--- config.mk ---
export PLATFORM = sky130hd
export DESIGN_NAME = riscuin_fetch_unit_flat
export DESIGN_NICKNAME = d
export VERILOG_FILES = /design/src/rtl/riscuin_fetch_unit_if.sv /design/src/rtl/riscuin_fetch_unit.sv /design/src/flat_wrapper.sv
export SDC_FILE = /design/constraint.sdc
export NUM_CORES = 1
export LEC_CHECK = 0
export ABC_AREA = 1
export CORE_MARGIN = 3
export CORE_UTILIZATION = 55
export CTS_CLUSTER_DIAMETER = 30
export CTS_CLUSTER_SIZE = 16
export DETAILED_ROUTE_END_ITERATION = 16
export PLACE_DENSITY = 0.89
export SLEW_MARGIN = 20
export SYNTH_ARGS = -nofsm -noshare
export SYNTH_HDL_FRONTEND = slang
export SYNTH_SLANG_ARGS = --single-unit
--- constraint.sdc ---
create_clock -name clk -period 4 [get_ports clk]
set_input_delay 0.8 -clock clk [delete_from_list [all_inputs] [get_ports clk]]
set_output_delay 0.8 -clock clk [all_outputs]
set_load 0.02 [all_outputs]
--- src/rtl/riscuin_fetch_unit_if.sv ---
// Fetch unit bus bundle: instruction-memory req/ack, decoder valid/ready and redirect.
// master = fetch unit side, slave = memory/decoder/branch-unit side.
interface riscuin_fetch_unit_if #(
  parameter int AW = 10
);
  logic          imem_req;
  logic [AW-1:0] imem_addr;
  logic          imem_ack;
  logic [31:0]   imem_rdata;
  logic          instr_valid;
  logic [31:0]   instr;
  logic [AW-1:0] instr_pc;
  logic          instr_ready;
  logic          redirect;
  logic [AW-1:0] redirect_pc;

  modport master (
    output imem_req, imem_addr, instr_valid, instr, instr_pc,
    input  imem_ack, imem_rdata, instr_ready, redirect, redirect_pc
  );

  modport slave (
    input  imem_req, imem_addr, instr_valid, instr, instr_pc,
    output imem_ack, imem_rdata, instr_ready, redirect, redirect_pc
  );
endinterface

--- src/rtl/riscuin_fetch_unit.sv ---
// Decoupled fetch: req/ack to imem, PC-tagged prefetch FIFO to decoder; ack in cycle N -> instr_valid in N+1.
// Backpressure: issue stops while queue plus outstanding request would exceed FIFO_DEPTH; redirect flushes.
module riscuin_fetch_unit #(
  parameter int          INSTR_ADDR_WIDTH = 10,
  parameter int          FIFO_DEPTH       = 4,
  parameter int unsigned RESET_PC         = 0
) (
  input  logic                              clk,
  input  logic                              rst,
  input  logic                              en,
  riscuin_fetch_unit_if.master              bus,
  output logic [$clog2(FIFO_DEPTH+1)-1:0]   level,
  output logic                              pc_end
);

  localparam int AW    = INSTR_ADDR_WIDTH;
  localparam int PTR_W = $clog2(FIFO_DEPTH);
  localparam int LVL_W = $clog2(FIFO_DEPTH + 1);
  localparam logic [AW-1:0]    RST_PC = AW'(RESET_PC);
  localparam logic [LVL_W-1:0] DEPTH  = LVL_W'(FIFO_DEPTH);

  typedef struct packed {
    logic [AW-1:0] pc;
    logic [31:0]   dat;
  } entry_t;

  entry_t           mem_q [FIFO_DEPTH];
  logic [PTR_W-1:0] wr_ptr_q, wr_ptr_d, rd_ptr_q, rd_ptr_d;
  logic [LVL_W-1:0] level_q, level_d;
  logic [AW-1:0]    fetch_pc_q, fetch_pc_d, addr_q, addr_d;
  logic             req_q, req_d, discard_q, discard_d, pc_end_q, pc_end_d;
  logic             ack_fire, push, pop, head_vld;

  always_comb begin
    ack_fire   = req_q && bus.imem_ack;
    head_vld   = level_q != '0;
    push       = ack_fire && !discard_q && !bus.redirect;
    pop        = head_vld && bus.instr_ready && !bus.redirect;
    wr_ptr_d   = wr_ptr_q;
    rd_ptr_d   = rd_ptr_q;
    level_d    = level_q;
    fetch_pc_d = fetch_pc_q;
    pc_end_d   = pc_end_q;
    discard_d  = discard_q;

    if (bus.redirect) begin
      wr_ptr_d   = '0;
      rd_ptr_d   = '0;
      level_d    = '0;
      fetch_pc_d = bus.redirect_pc;
      pc_end_d   = 1'b0;
      // Any request still outstanding after this edge belongs to the old stream.
      discard_d  = req_q && !bus.imem_ack;
    end else begin
      if (ack_fire && discard_q)
        discard_d = 1'b0;
      if (push) begin
        wr_ptr_d = wr_ptr_q + 1'b1;
        if (fetch_pc_q == '1)
          pc_end_d = 1'b1;
        else
          fetch_pc_d = fetch_pc_q + 1'b1;
      end
      if (pop)
        rd_ptr_d = rd_ptr_q + 1'b1;
      if (push && !pop)
        level_d = level_q + 1'b1;
      else if (!push && pop)
        level_d = level_q - 1'b1;
    end

    // A live request is frozen until acked; otherwise decide the next issue.
    req_d  = req_q;
    addr_d = addr_q;
    if (!req_q || bus.imem_ack) begin
      req_d  = en && !pc_end_d && (level_d < DEPTH);
      addr_d = fetch_pc_d;
    end
  end

  always_ff @(posedge clk or negedge rst) begin
    if (!rst) begin
      wr_ptr_q   <= '0;
      rd_ptr_q   <= '0;
      level_q    <= '0;
      fetch_pc_q <= RST_PC;
      addr_q     <= RST_PC;
      req_q      <= 1'b0;
      discard_q  <= 1'b0;
      pc_end_q   <= 1'b0;
    end else begin
      wr_ptr_q   <= wr_ptr_d;
      rd_ptr_q   <= rd_ptr_d;
      level_q    <= level_d;
      fetch_pc_q <= fetch_pc_d;
      addr_q     <= addr_d;
      req_q      <= req_d;
      discard_q  <= discard_d;
      pc_end_q   <= pc_end_d;
    end
  end

  always_ff @(posedge clk) begin
    if (push)
      mem_q[wr_ptr_q] <= '{pc: fetch_pc_q, dat: bus.imem_rdata};
  end

  assign bus.imem_req    = req_q;
  assign bus.imem_addr   = addr_q;
  assign bus.instr_valid = head_vld;
  assign bus.instr       = head_vld ? mem_q[rd_ptr_q].dat : '0;
  assign bus.instr_pc    = head_vld ? mem_q[rd_ptr_q].pc  : '0;
  assign level           = level_q;
  assign pc_end          = pc_end_q;

endmodule

--- src/flat_wrapper.sv ---
// flat-port wrapper written by rule: the top's interface ports become plain ports
module riscuin_fetch_unit_flat 
#(
  parameter int          INSTR_ADDR_WIDTH = 10,
  parameter int          FIFO_DEPTH       = 4,
  parameter int unsigned RESET_PC         = 0
)
  (clk, rst, en, level, pc_end, bus_imem_req, bus_imem_addr, bus_instr_valid, bus_instr, bus_instr_pc, bus_imem_ack, bus_imem_rdata, bus_instr_ready, bus_redirect, bus_redirect_pc);
  riscuin_fetch_unit_if #(.AW(10)) bus_i ();
  input  logic clk;
  input  logic rst;
  input  logic en;
  output logic [$clog2(FIFO_DEPTH+1)-1:0] level;
  output logic pc_end;
  output wire logic [$bits(bus_i.imem_req)-1:0] bus_imem_req;
  output wire logic [$bits(bus_i.imem_addr)-1:0] bus_imem_addr;
  output wire logic [$bits(bus_i.instr_valid)-1:0] bus_instr_valid;
  output wire logic [$bits(bus_i.instr)-1:0] bus_instr;
  output wire logic [$bits(bus_i.instr_pc)-1:0] bus_instr_pc;
  input wire logic [$bits(bus_i.imem_ack)-1:0] bus_imem_ack;
  input wire logic [$bits(bus_i.imem_rdata)-1:0] bus_imem_rdata;
  input wire logic [$bits(bus_i.instr_ready)-1:0] bus_instr_ready;
  input wire logic [$bits(bus_i.redirect)-1:0] bus_redirect;
  input wire logic [$bits(bus_i.redirect_pc)-1:0] bus_redirect_pc;
  assign bus_imem_req = bus_i.imem_req;
  assign bus_imem_addr = bus_i.imem_addr;
  assign bus_instr_valid = bus_i.instr_valid;
  assign bus_instr = bus_i.instr;
  assign bus_instr_pc = bus_i.instr_pc;
  assign bus_i.imem_ack = bus_imem_ack;
  assign bus_i.imem_rdata = bus_imem_rdata;
  assign bus_i.instr_ready = bus_instr_ready;
  assign bus_i.redirect = bus_redirect;
  assign bus_i.redirect_pc = bus_redirect_pc;
  riscuin_fetch_unit #(.INSTR_ADDR_WIDTH(INSTR_ADDR_WIDTH), .FIFO_DEPTH(FIFO_DEPTH), .RESET_PC(RESET_PC)) u_core (.clk(clk), .rst(rst), .en(en), .bus(bus_i), .level(level), .pc_end(pc_end));
endmodule
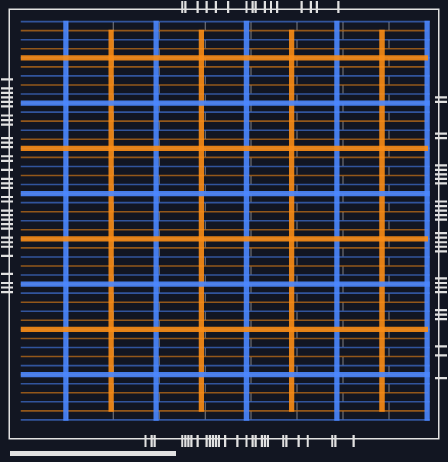
**Above:** run 1 (supply network).
Scale bar: 50 µm. Pins as bars on the die edge. Tap cells in gray.
VSS -> blue
VDD -> orange
signal pins = 106
met5 straps = 8
met4 straps = 9
total core area: 14,600 µm²
DIE HEIGHT: 129 µm
Horiz. Die Dim: 129 µm
worst vdd ir: 0.619 mV

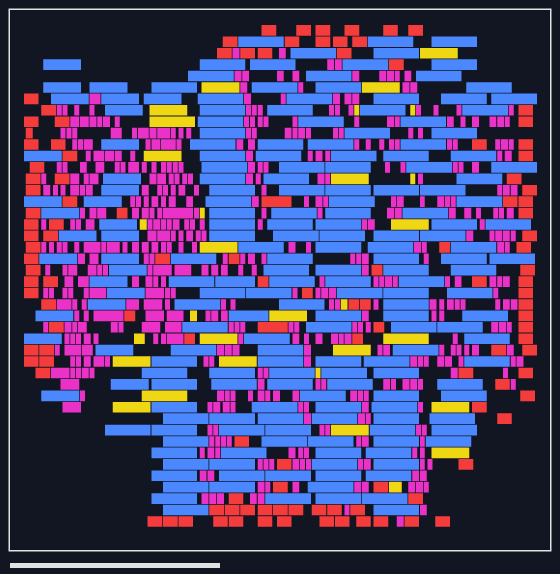
**Above:** run 1 (placement by cell class).
Scale bar: 50 µm.
flip-flops -> blue  # cells 198, share of their area 59%
all other logic -> magenta  # cells 493, share of their area 23%
clock drivers and dummy loads -> yellow  # cells 30, share of their area 5.7%
other buffers and delay cells -> red  # cells 119, share of their area 12%
sequential share of cell area: 57.5%
Design Area, Final: 10,100 µm²
cell row count: 44

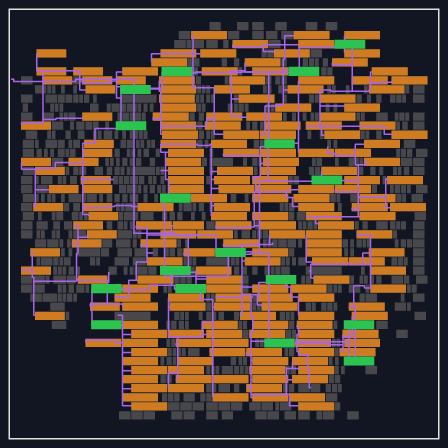
**Above:** run 1 (clock wires, drivers and flops).
flip-flops -> orange  # count 198
cells driving clock nets -> green  # count 17
clock wires -> purple  # length 1,920 µm
routed clock nets = 18
flops lie = all over the die
skew final: 0.0103 ns
clock latency on the worst-skew pair: 0.42 ns
relative contribution of the clock network to total power: 28.1%
Clk power: 1.65 mW

==> run notes, run 1 <==
run metrics: data arrival time of the worst path=2.79 ns, Setup Total Neg Slack=0 ns, net count after synthesis=783, count of endpoints failing setup in the final report=0, overall fraction of global-route tracks in use=21.3%, clock-pin slew of the registers on the worst-case setup and hold paths=0.07 ns, register-to-register setup slack=1.99 ns, number of antenna violations at the first check in global routing=0, reg-to-reg startpoint=u_core.bus.imem_req, fp util=56.5%, final clock period utilization by the worst path=roughly 90%, Main logic family=simple AND/OR/NAND/NOR gates, most area-hungry cell type in the Yosys netlist=sky130_fd_sc_hd__edfxtp_1, xor/xnor cell area share of the yosys netlist=less than 1%, Area Overhead vs Synth=21.9%, worst-case setup margin in the final layout=between 0.4 and 0.5 ns, met2 GRT Util=between 30 and 40%, total of buffers placed on input and output ports=105, diode count=0, remaining number of nets flagged by the antenna check after routing=0, highest metal layer with signal wires=met4, worst-case hold slack=0.358 ns, AND-OR/OR-AND share of the synthesized area=8.99%, asr flop ratio synth=approximately 15%, wire length of the first global-routing pass=about 27,000 µm, met3 track utilization from global routing=4.52%, 1st-pass router iterations=5, mux share of post-synthesis cell area=0%, utilization after layout=68.8%, wire length per cell=16.9 µm, area share of fa/ha/maj cells after synthesis=1.21%, register name with the most flops=u_core.mem_q, largest driver fanout on the critical path=30, final non-filler cell total=1,024, register bit count reported by yosys=198, power per unit of standard cell area=584 nW/µm², via-per-instance ratio=5.52, Min-Delay Path Class=in -> async, top cells by instance count after synthesis=sky130_fd_sc_hd__nor2_1, sky130_fd_sc_hd__edfxtp_1, sky130_fd_sc_hd__o21ai_0, sky130_fd_sc_hd__nand2_1, sky130_fd_sc_hd__a21oi_1, Log Warnings=31, cells taking the most area after synthesis=sky130_fd_sc_hd__edfxtp_1, sky130_fd_sc_hd__dfrtp_1, sky130_fd_sc_hd__nor2_1, terminus of the critical flop-to-flop path=u_core.mem_q[0][37], Slew @ Worst Pin=0.891 ns, Die ar.=about 17,000 µm², wire length on met1=just over 7000 µm, flip-flop count of the largest register, all copies and words added=168, Rel. slew slack=40.6%, routed wl met2=8720 µm, main flop type=sky130_fd_sc_hd__edfxtp_1, CTS tree=built, share of final-layout standard cells stronger than drive strength 1=8.21%, chip area from the yosys synthesis statistics=around 8300 µm², busiest layer in global routing=met2, Placed Cells=994, cell at the root of the clock tree=sky130_fd_sc_hd__clkbuf_16, via count of the first global-routing pass=between 5,000 and 6,000, Yosys warning total=0, Resized cells post-CTS=0, hold-fix buffer count after cts=0, DP Worst Slack=0.876 ns, critical path class=reg -> out, number of max-cap violations=0, post-detailed-placement half-perimeter wirelength=10,600 µm, grt ovf=0, launching instance or port of the critical path=u_core.rd_ptr_q[1], instance tally after logic synthesis=727, Total Routed Length=17,300 µm, number of different library cells in the post-synthesis netlist=33, Critical Path Start Type=flip-flop, Tot Pwr=5.89 mW, Ports=106, 1st-iter DRT viols=548, met1 track demand over resource in global routing=approximately 27%, yosys simple share=roughly 16%, routed via count=between 5,000 and 6,000, kind of capture point of the worst setup path=output pin, weighted congestion reported at the end of routability-driven placement=0.807, largest net degree at the start of global routing=slightly below 90, number of buffers inserted by post-CTS setup repair=0, number of flops mapped to enable cells by yosys=168, post-layout minimum cycle time=3.59 ns, highest attainable clock frequency=278 MHz, unrepaired setup endpoints after global routing=no, DP Area=between 9000 and 10,000 µm², Req. time, crit path=3.20 ns, top-count cell post-synth=sky130_fd_sc_hd__nor2_1, total clock sinks=198, portion of synthesized cell area occupied by the leading cell type=61.0%, Final Hold Fails=0, Syn Std Cell Area=8270 µm², maximum level of the CTS H-tree=4, number of max-slew violations in the final report=0, sequential area share after synthesis=70.1%, run status=completed, static leakage=3.71 nW, Avg Inst Size Synth=11.4 µm², net count of the finished layout=885, DRC violation count after routing=0, cts bufs inserted=17, FF-to-FF path depth=5, worst-case clock buffer depth=2, met3 WL post-DR=1040 µm
-- run 1: cell type report --
| class | instances | area, µm² |
|---|---|---|
| clock buffer | 18 | 429 |
| fill | 995 | 4560 |
| tap | 184 | 230 |
| clock inverter | 12 | 136 |
| timing repair buffer | 119 | 1180 |
| sequential | 198 | 5800 |
| inverter | 31 | 116 |
| multi-input combinational | 462 | 2190 |
-- run 1: worst max-delay path, stage by stage (launching register included) --
cell and delay, ns:
sky130_fd_sc_hd__dfrtp_2 0.75, sky130_fd_sc_hd__clkinv_1 0.20, sky130_fd_sc_hd__buf_4 0.26, sky130_fd_sc_hd__nor2_1 0.11, sky130_fd_sc_hd__o21ai_0 0.12, sky130_fd_sc_hd__a21oi_1 0.28
sky130_fd_sc_hd__clkdlybuf4s50_1 0.66
-- run 1: power breakdown --
part	internal, mW	total (mW)	switching, mW
sequential	2.33	2.41	0.0785
combinational	0.738	1.82	1.08
clock	0.965	1.65	0.687
total	4.04	5.89	1.85
-- run 1: layout by cell type, fill, tap and decap left out, drive strengths merged, types with 15 or more instances in the layout --
cell,instances
a21oi,45
buf,15
clkbuf,18
clkdlybuf4s50,104
dfrtp,30
edfxtp,168
inv,30
nand2,75
nand3,25
nor2,195
o21ai,91
-- run 1: how the worst min path moves through the flow --
stage / startpoint / endpoint / slack (ns) / depth (start not counted)
5_1_grt: rst / u_core.bus.imem_addr[2] / 0.38 / 1
2_1_floorplan: rst / u_core.bus.imem_addr[0] / 0.50 / 0
4_1_cts: u_core.bus.imem_addr[5] / u_core.bus.imem_addr[5] / 0.49 / 2
3_5_place_dp: u_core.bus.imem_addr[6] / u_core.bus.imem_addr[6] / 0.47 / 2
3_3_place_gp: u_core.bus.imem_addr[8] / u_core.bus.imem_addr[8] / 0.47 / 2
6_report: rst / u_core.pc_end / 0.36 / 1
==> inputs of run 2 (changes only) <==
CORE_ASPECT_RATIO = 1.25   (was not set)
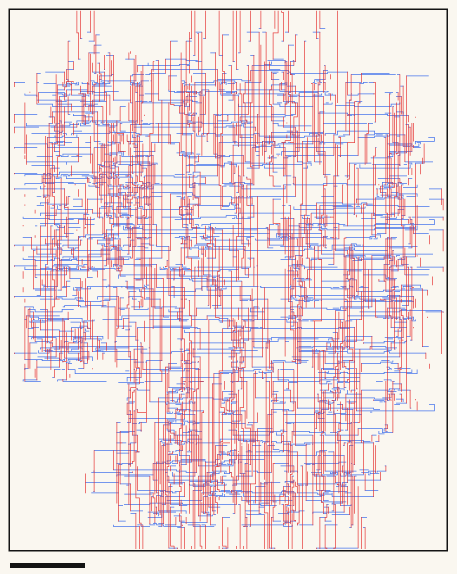
**Above:** run 2 (signal wires by layer).
Scale bar: 20 µm. Two of the layers only.
met1 -> blue  # wire length 6,920 µm
met2 -> red  # wire length 9,170 µm
wire length per cell: 17.1 µm
Total Routed Length: 17,500 µm

==> run 2 against run 1 <==
Effect of this change:
- flip-flop count stayed put
- global-route usage is 0.71 points higher
- synthesized area stayed put
- fmax is 0.22% lower
- non-clock buffer count is 1 lower
- worst setup slack worse by 0.0080 ns
- die size hardly changed
- sequential share of layout area is 0.41 points lower
- critical path depth stayed put
- critical path type unchanged
- critical endpoint is now bus_instr[2]
- largest power group unchanged
==> run notes, run 2 <==
run metrics: run status=completed, Hold Path End=u_core.bus.imem_addr[7], part of the total power dissipated in combinational logic=29.7%, met1 track demand over resource in global routing=25.9%, Syn Std Cell Area=8270 µm², clock-pin slew of the registers on the worst-case setup and hold paths=0.07 ns, diode count=0, dominant logic cell types in the final layout=sky130_fd_sc_hd__nor2_1, sky130_fd_sc_hd__edfxtp_1, sky130_fd_sc_hd__clkdlybuf4s50_1, sky130_fd_sc_hd__o21ai_0, sky130_fd_sc_hd__nand2_1, 1st-pass router iterations=5, main flop type=sky130_fd_sc_hd__edfxtp_1, beginning of the worst hold path=u_core.bus.imem_addr[7], Critical path destination=bus_instr[2], buffering stage count on the worst path with inverters included=2, busiest layer in global routing=met2, Min-Delay Path Class=reg -> reg, Log Warnings=31, kind of capture point of the worst setup path=output pin, Area Overhead vs Synth=22.8%, count of endpoints failing setup in the final report=0, largest delay contributor family on the critical path=buffers and inverters, terminus of the critical flop-to-flop path=u_core.bus.imem_req, cts bufs inserted=17, Yosys warning total=0, portion of synthesized cell area occupied by the leading cell type=around three fifths, switching power as a share of total power=30.9%, fp util=a little under three fifths, hold-fix buffer count after cts=0, Final Hold Fails=0, data arrival time of the worst path=2.80 ns, power per unit of standard cell area=593 nW/µm², cell chain of the critical path=buf_4, nor2_1, nor2_1, o21ai_0, a21oi_1, clkdlybuf4s50_1, Tot Pwr=6.02 mW, highest attainable clock frequency=278 MHz, Req. time, crit path=3.20 ns, DIE HEIGHT=between 100 and 150 µm, worst vdd ir=about 0.55 mV, Placed Cells=approximately 990, cell at the root of the clock tree=sky130_fd_sc_hd__clkbuf_16, maximum level of the CTS H-tree=4, weighted congestion reported at the end of routability-driven placement=0.905, worst-case hold slack=around 0.49 ns, number of antenna violations at the first check in global routing=0, Critical Path Slowest Stage Cell=sky130_fd_sc_hd__dfrtp_2, utilization after layout=69.9%, sequential area share after synthesis=70.1%, via-per-instance ratio=about 5.5, power spent charging and discharging nets=1.86 mW, via count of the first global-routing pass=between 5,000 and 6,000, Critical Path Start Type=flip-flop, largest driver fanout on the critical path=36, overall fraction of global-route tracks in use=22.0%, met2 GRT Util=between 30 and 40%, Avg Inst Size Synth=between 10 and 15 µm², routed via count=roughly 5,600, top-count cell post-synth=sky130_fd_sc_hd__nor2_1, wire length of the first global-routing pass=27,700 µm, total core area=14,500 µm², FF-to-FF path depth=11, final clock period utilization by the worst path=between 90% and 100%, CTS tree=built, critical path's largest stage delay=0.84 ns, reg-to-reg startpoint=u_core.level[0], Slew @ Worst Pin=around 0.9 ns, number of max-slew violations in the final report=0, static leakage=3.73 nW, Resized cells post-CTS=0, cell occurring most often along the worst timing path=sky130_fd_sc_hd__nor2_1, critical path class=reg -> out, Die ar.=between 15,000 and 20,000 µm², cell row count=49, Horiz. Die Dim=between 100 and 150 µm, net count of the finished layout=884, top cells by instance count after synthesis=sky130_fd_sc_hd__nor2_1, sky130_fd_sc_hd__edfxtp_1, sky130_fd_sc_hd__o21ai_0, sky130_fd_sc_hd__nand2_1, sky130_fd_sc_hd__a21oi_1, launching instance or port of the critical path=u_core.rd_ptr_q[0], post-detailed-placement half-perimeter wirelength=10,800 µm, cells taking the most area after synthesis=sky130_fd_sc_hd__edfxtp_1, sky130_fd_sc_hd__dfrtp_1, sky130_fd_sc_hd__nor2_1, DRC violation count after routing=0, total clock sinks=around 200, cell total in the yosys stat output=727, share of final-layout standard cells stronger than drive strength 1=8.32%, register name with the most flops=u_core.mem_q, unrepaired setup endpoints after global routing=no, final non-filler cell total=1,019, clock latency on the worst-skew pair=between 0.4 and 0.5 ns, instance tally after logic synthesis=slightly above 700, 1st-iter DRT viols=~440, worst-case clock buffer depth=2, largest net degree at the start of global routing=47, grt ovf=0, cell internal pwr=4.16 mW, most area-hungry cell type in the Yosys netlist=sky130_fd_sc_hd__edfxtp_1, most frequently placed logic cell in the final layout=sky130_fd_sc_hd__nor2_1, flip-flop count of the largest register, all copies and words added=168, Flop pwr share=40.3%, asr flop ratio synth=15.2%, register-to-register setup slack=1.80 ns, register bit count reported by yosys=between 150 and 200, Setup Total Neg Slack=0 ns, number of different library cells in the post-synthesis netlist=33, number of buffers inserted by post-CTS setup repair=0, Levels on crit path=6, total of buffers placed on input and output ports=105, Ports=106, number of flops mapped to enable cells by yosys=168, post-layout minimum cycle time=3.60 ns, number of max-cap violations=0, net count after synthesis=783, Filler Cells Inserted=940, hold depth=2, chip area from the yosys synthesis statistics=about 8300 µm², Rel. slew slack=41.1%, remaining number of nets flagged by the antenna check after routing=0, met3 track utilization from global routing=5.13%
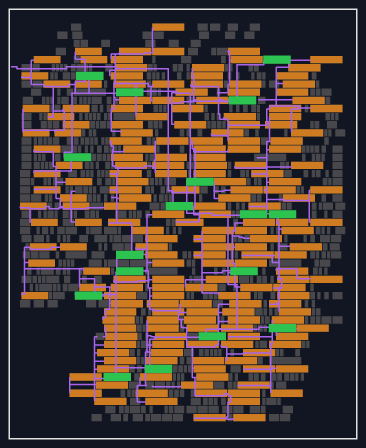
**Above:** run 2 (clock wires, drivers and flops).
clock wires -> purple  # length 1,870 µm
flip-flops -> orange  # count 198
cells driving clock nets -> green  # count 17
routed clock nets = 18
relative contribution of the clock network to total power: 30.0%
skew final: 0.00987 ns
Clk power: 1.81 mW

[run 2: final cells by class]
class	instances	area, µm²	share of cell area [%]
Tap cell	178	223	2.19
Timing Repair Buffer	118	1190	11.7
Clock inverter	15	210	2.07
Multi-Input combinational cell	462	2190	21.6
Clock buffer	17	425	4.19
Inverter	31	116	1.15
Sequential cell	198	5800	57.1
[run 2: power by group through the flow]
| stage | combinational (mW) | clock, mW | sequential [mW] |
|---|---|---|---|
| floorplan | 0.998 | 0 | 2.46 |
| global placement | 1.77 | 0 | 2.46 |
| detailed placement | 1.80 | 0 | 2.46 |
| CTS | 1.81 | 1.82 | 2.42 |
| global route | 1.95 | 1.92 | 2.43 |
| finish | 1.79 | 1.81 | 2.42 |
[run 2: cells by family (layout without fill, tap and decap cells)]
| group | after synthesis | after routing | synth area share (%) |
|---|---|---|---|
| simple gates | 308 | 308 | 15.8 |
| fa+ha+maj | 8 | 8 | 1.21 |
| buf+inv | 67 | 181 | 3.72 |
| flops | 198 | 198 | 70.1 |
| xor+xnor | 2 | 2 | 0.212 |
| compound gates | 144 | 144 | 8.99 |
[run 2: layer usage]
metal | vias up | share of wire, %
li1 | 2692 | -
met1 | 2688 | 40
met2 | 205 | 53
met3 | 37 | 5.4
met4 | 0 | 2.5
met5 | - | 0
[run 2: through the flow]
| step | area [µm²] | setup slack (ns) |
|---|---|---|
| CTS | 10200 | 0.371 |
| global placement | 9520 | 0.954 |
| floorplan | 8270 | 0.509 |
| finish | 10200 | 0.397 |
| detailed placement | 9520 | 0.887 |
| global route | 10200 | 0.242 |
==> inputs of run 3 (changes only) <==
CORE_ASPECT_RATIO = not set   (was 1.25)
SKIP_LAST_GASP = 1   (was not set)
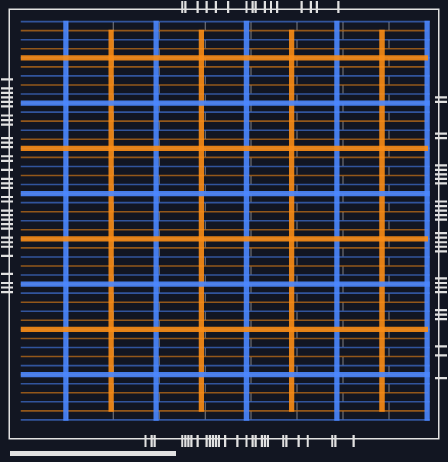
**Above:** run 3 (supply network).
Scale bar: 50 µm. Pins as bars on the die edge. Tap cells in gray.
VSS -> blue
VDD -> orange
tap cells = 184
rows = 44
met4 straps = 9
met1 rails = 45
signal pins = 106

==> run 3 against run 2 <==
Effect of this change:
- combinational power hardly changed
- non-clock buffer count grew 1
- clock power down 9%
- synthesized area stayed put
- sequential share of layout area increased by 0.41 points
- die size barely moved
- flip-flop count unchanged
- via count rose by 0.55%
- sequential power about the same
- register-to-register slack better by 0.19 ns
==> run notes, run 3 <==
run metrics: total of buffers placed on input and output ports=105, Filler Cells Inserted=between 900 and 1,000, Resized cells post-CTS=0, critical path class=reg -> out, DRC violation count after routing=0, cell at the root of the clock tree=sky130_fd_sc_hd__clkbuf_16, kind of capture point of the worst setup path=output pin, largest net degree at the start of global routing=87, overall fraction of global-route tracks in use=a little over a fifth, clock-pin slew of the registers on the worst-case setup and hold paths=around 0.070 ns, cell chain of the critical path=clkinv_1, buf_4, nor2_1, o21ai_0, a21oi_1, clkdlybuf4s50_1, number of max-cap violations=0, top-count cell post-synth=sky130_fd_sc_hd__nor2_1, cts bufs inserted=17, via count of the first global-routing pass=approximately 5,500, dominant logic cell types in the final layout=sky130_fd_sc_hd__nor2_1, sky130_fd_sc_hd__edfxtp_1, sky130_fd_sc_hd__clkdlybuf4s50_1, sky130_fd_sc_hd__o21ai_0, sky130_fd_sc_hd__nand2_1, relative contribution of the clock network to total power=28.1%, number of different library cells in the post-synthesis netlist=33, Log Warnings=31, CTS tree=built, register name with the most flops=u_core.mem_q, power per unit of standard cell area=584 nW/µm², cell row count=about 44, Min-Delay Path Class=in -> async, routed via count=5,653, met1 track demand over resource in global routing=27.2%, largest delay contributor family on the critical path=buffers and inverters, remaining number of nets flagged by the antenna check after routing=0, DP Area=between 9000 and 10,000 µm², critical path's largest stage delay=0.75 ns, wire length per cell=16.9 µm, cell total in the yosys stat output=slightly above 700, total clock sinks=198, Syn Std Cell Area=8270 µm², post-layout minimum cycle time=3.59 ns, sequential area share after synthesis=70.1%, highest attainable clock frequency=278 MHz, fp util=56.5%, cell internal pwr=~4 mW, met3 WL post-DR=1040 µm, Critical Path Start Type=flip-flop, Flop pwr share=between 40% and 50%, weighted congestion reported at the end of routability-driven placement=0.807, 1st-pass router iterations=5, hold-fix buffer count after cts=0, Placed Cells=994, DP Worst Slack=between 0.8 and 0.9 ns, instance tally after logic synthesis=727, Die ar.=16,500 µm², net count of the finished layout=885, buffering stage count on the worst path with inverters included=3, routed wl met2=8720 µm, power spent charging and discharging nets=1.85 mW, share of final-layout standard cells stronger than drive strength 1=8.21%, register bit count reported by yosys=slightly below 200, Req. time, crit path=between 3 and 4 ns, total core area=14,600 µm², main flop type=sky130_fd_sc_hd__edfxtp_1, chip area from the yosys synthesis statistics=8270 µm², Setup Total Neg Slack=0 ns, cells taking the most area after synthesis=sky130_fd_sc_hd__edfxtp_1, sky130_fd_sc_hd__dfrtp_1, sky130_fd_sc_hd__nor2_1, Yosys warning total=0, worst vdd ir=between 0.6 and 0.7 mV, Critical Path Slowest Stage Cell=sky130_fd_sc_hd__dfrtp_2, skew final=around 0.01 ns, footprint of the multi-input gates=2190 µm², via-per-instance ratio=5.52, Final Hold Fails=0, 1st-iter DRT viols=548, final non-filler cell total=a little over 1,000, Total Routed Length=approximately 17,000 µm, wire length of the first global-routing pass=about 27,000 µm, Tot Pwr=around 5.9 mW, portion of synthesized cell area occupied by the leading cell type=61.0%, worst-case setup margin in the final layout=0.405 ns, number of flops mapped to enable cells by yosys=168, maximum level of the CTS H-tree=4, highest metal layer with signal wires=met4, top cells by instance count after synthesis=sky130_fd_sc_hd__nor2_1, sky130_fd_sc_hd__edfxtp_1, sky130_fd_sc_hd__o21ai_0, sky130_fd_sc_hd__nand2_1, sky130_fd_sc_hd__a21oi_1, final clock period utilization by the worst path=roughly 90%, asr flop ratio synth=~15%, net count after synthesis=783, grt ovf=0, switching power as a share of total power=31.4%, post-detailed-placement half-perimeter wirelength=10,600 µm, Rel. slew slack=40.6%, part of the total power dissipated in combinational logic=31.0%, Sequential cell area=slightly below 6000 µm², count of endpoints failing setup in the final report=0, worst-case clock buffer depth=2, static leakage=3.71 nW, number of antenna violations at the first check in global routing=0, run status=completed, Avg Inst Size Synth=approximately 11 µm², Ports=between 100 and 150, unrepaired setup endpoints after global routing=no, worst-case hold slack=0.358 ns, Horiz. Die Dim=129 µm, busiest layer in global routing=met2, met3 track utilization from global routing=4.52%, number of max-slew violations in the final report=0, wire length on met1=7230 µm, data arrival time of the worst path=2.79 ns, most frequently placed logic cell in the final layout=sky130_fd_sc_hd__nor2_1, flip-flop count of the largest register, all copies and words added=about 170, Slew @ Worst Pin=0.891 ns, DIE HEIGHT=129 µm, most area-hungry cell type in the Yosys netlist=sky130_fd_sc_hd__edfxtp_1, diode count=0, Area Overhead vs Synth=21.9%, clock latency on the worst-skew pair=0.42 ns, met2 GRT Util=35.8%, Design Area, Final=approximately 10,000 µm², largest driver fanout on the critical path=30, number of buffers inserted by post-CTS setup repair=0
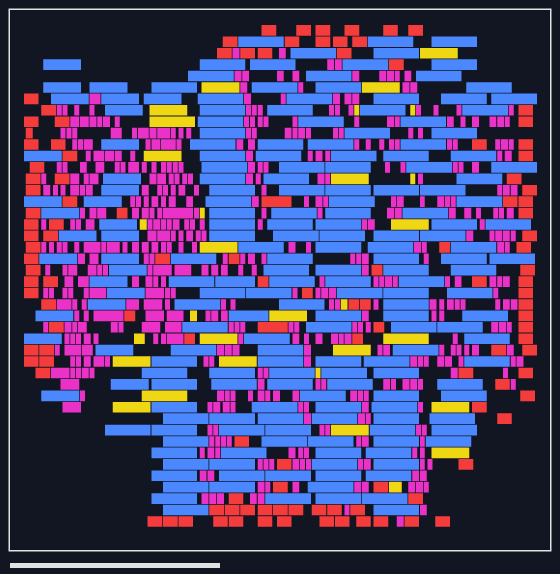
**Above:** run 3 (placement by cell class).
Scale bar: 50 µm.
flip-flops -> blue  # cells 198, share of their area 59%
all other logic -> magenta  # cells 493, share of their area 23%
clock drivers and dummy loads -> yellow  # cells 30, share of their area 5.7%
other buffers and delay cells -> red  # cells 119, share of their area 12%
utilization after layout: 68.8%

## run 3: cell types whose count changed in the layout (fill, tap and decap cells not counted), moves of 2 or more
cell | before | now
sky130_fd_sc_hd__buf_4 | 10 | 12
sky130_fd_sc_hd__bufinv_16 | 5 | 3
sky130_fd_sc_hd__clkinv_4 | 2 | 0
sky130_fd_sc_hd__clkinvlp_4 | 3 | 1
## run 3: path summary, 6_finish.rpt
kind	slack, ns	endpoint	start	cells after the start
min in group clk	0.49	u_core.bus.imem_addr[5]	u_core.bus.imem_addr[5]	2
setup reg to reg	1.99	u_core.mem_q[0][37]	u_core.bus.imem_req	5
hold reg to reg	0.49	u_core.bus.imem_addr[5]	u_core.bus.imem_addr[5]	2
setup / recovery	0.41	bus_instr[20]	u_core.rd_ptr_q[1]	6
hold / removal	0.36	u_core.pc_end	rst	1
max in group asynchronous	3.15	u_core.wr_ptr_q[0]	rst	2
## run 3: logic make-up after synthesis
family / Yosys count / synth area share [%]
flip-flops: 198 / 70.1
adder cells (fa/ha/maj): 8 / 1.21
buffers and inverters: 67 / 3.72
AND/OR/NAND/NOR: 308 / 15.8
XOR/XNOR: 2 / 0.212
AND-OR/OR-AND: 144 / 8.99
## run 3: power by group through the flow
stage	clock network, mW	logic, mW	registers [mW]
final	1.65	1.82	2.41
after global routing	1.75	1.97	2.42
after CTS	1.67	1.83	2.41
after detailed placement	0	1.81	2.45
after global placement	0	1.79	2.45
after floorplan	0	0.998	2.46
## run 3: area by class of cell
cell class | instances | area share [%]
Clock buffer | 18 | 4.26
Clock inverter | 12 | 1.35
Inverter | 31 | 1.15
Multi-Input combinational cell | 462 | 21.8
Sequential cell | 198 | 57.5
Tap cell | 184 | 2.28
Timing Repair Buffer | 119 | 11.7
Power figures rest on the tool's default switching activity, not on a simulated workload.
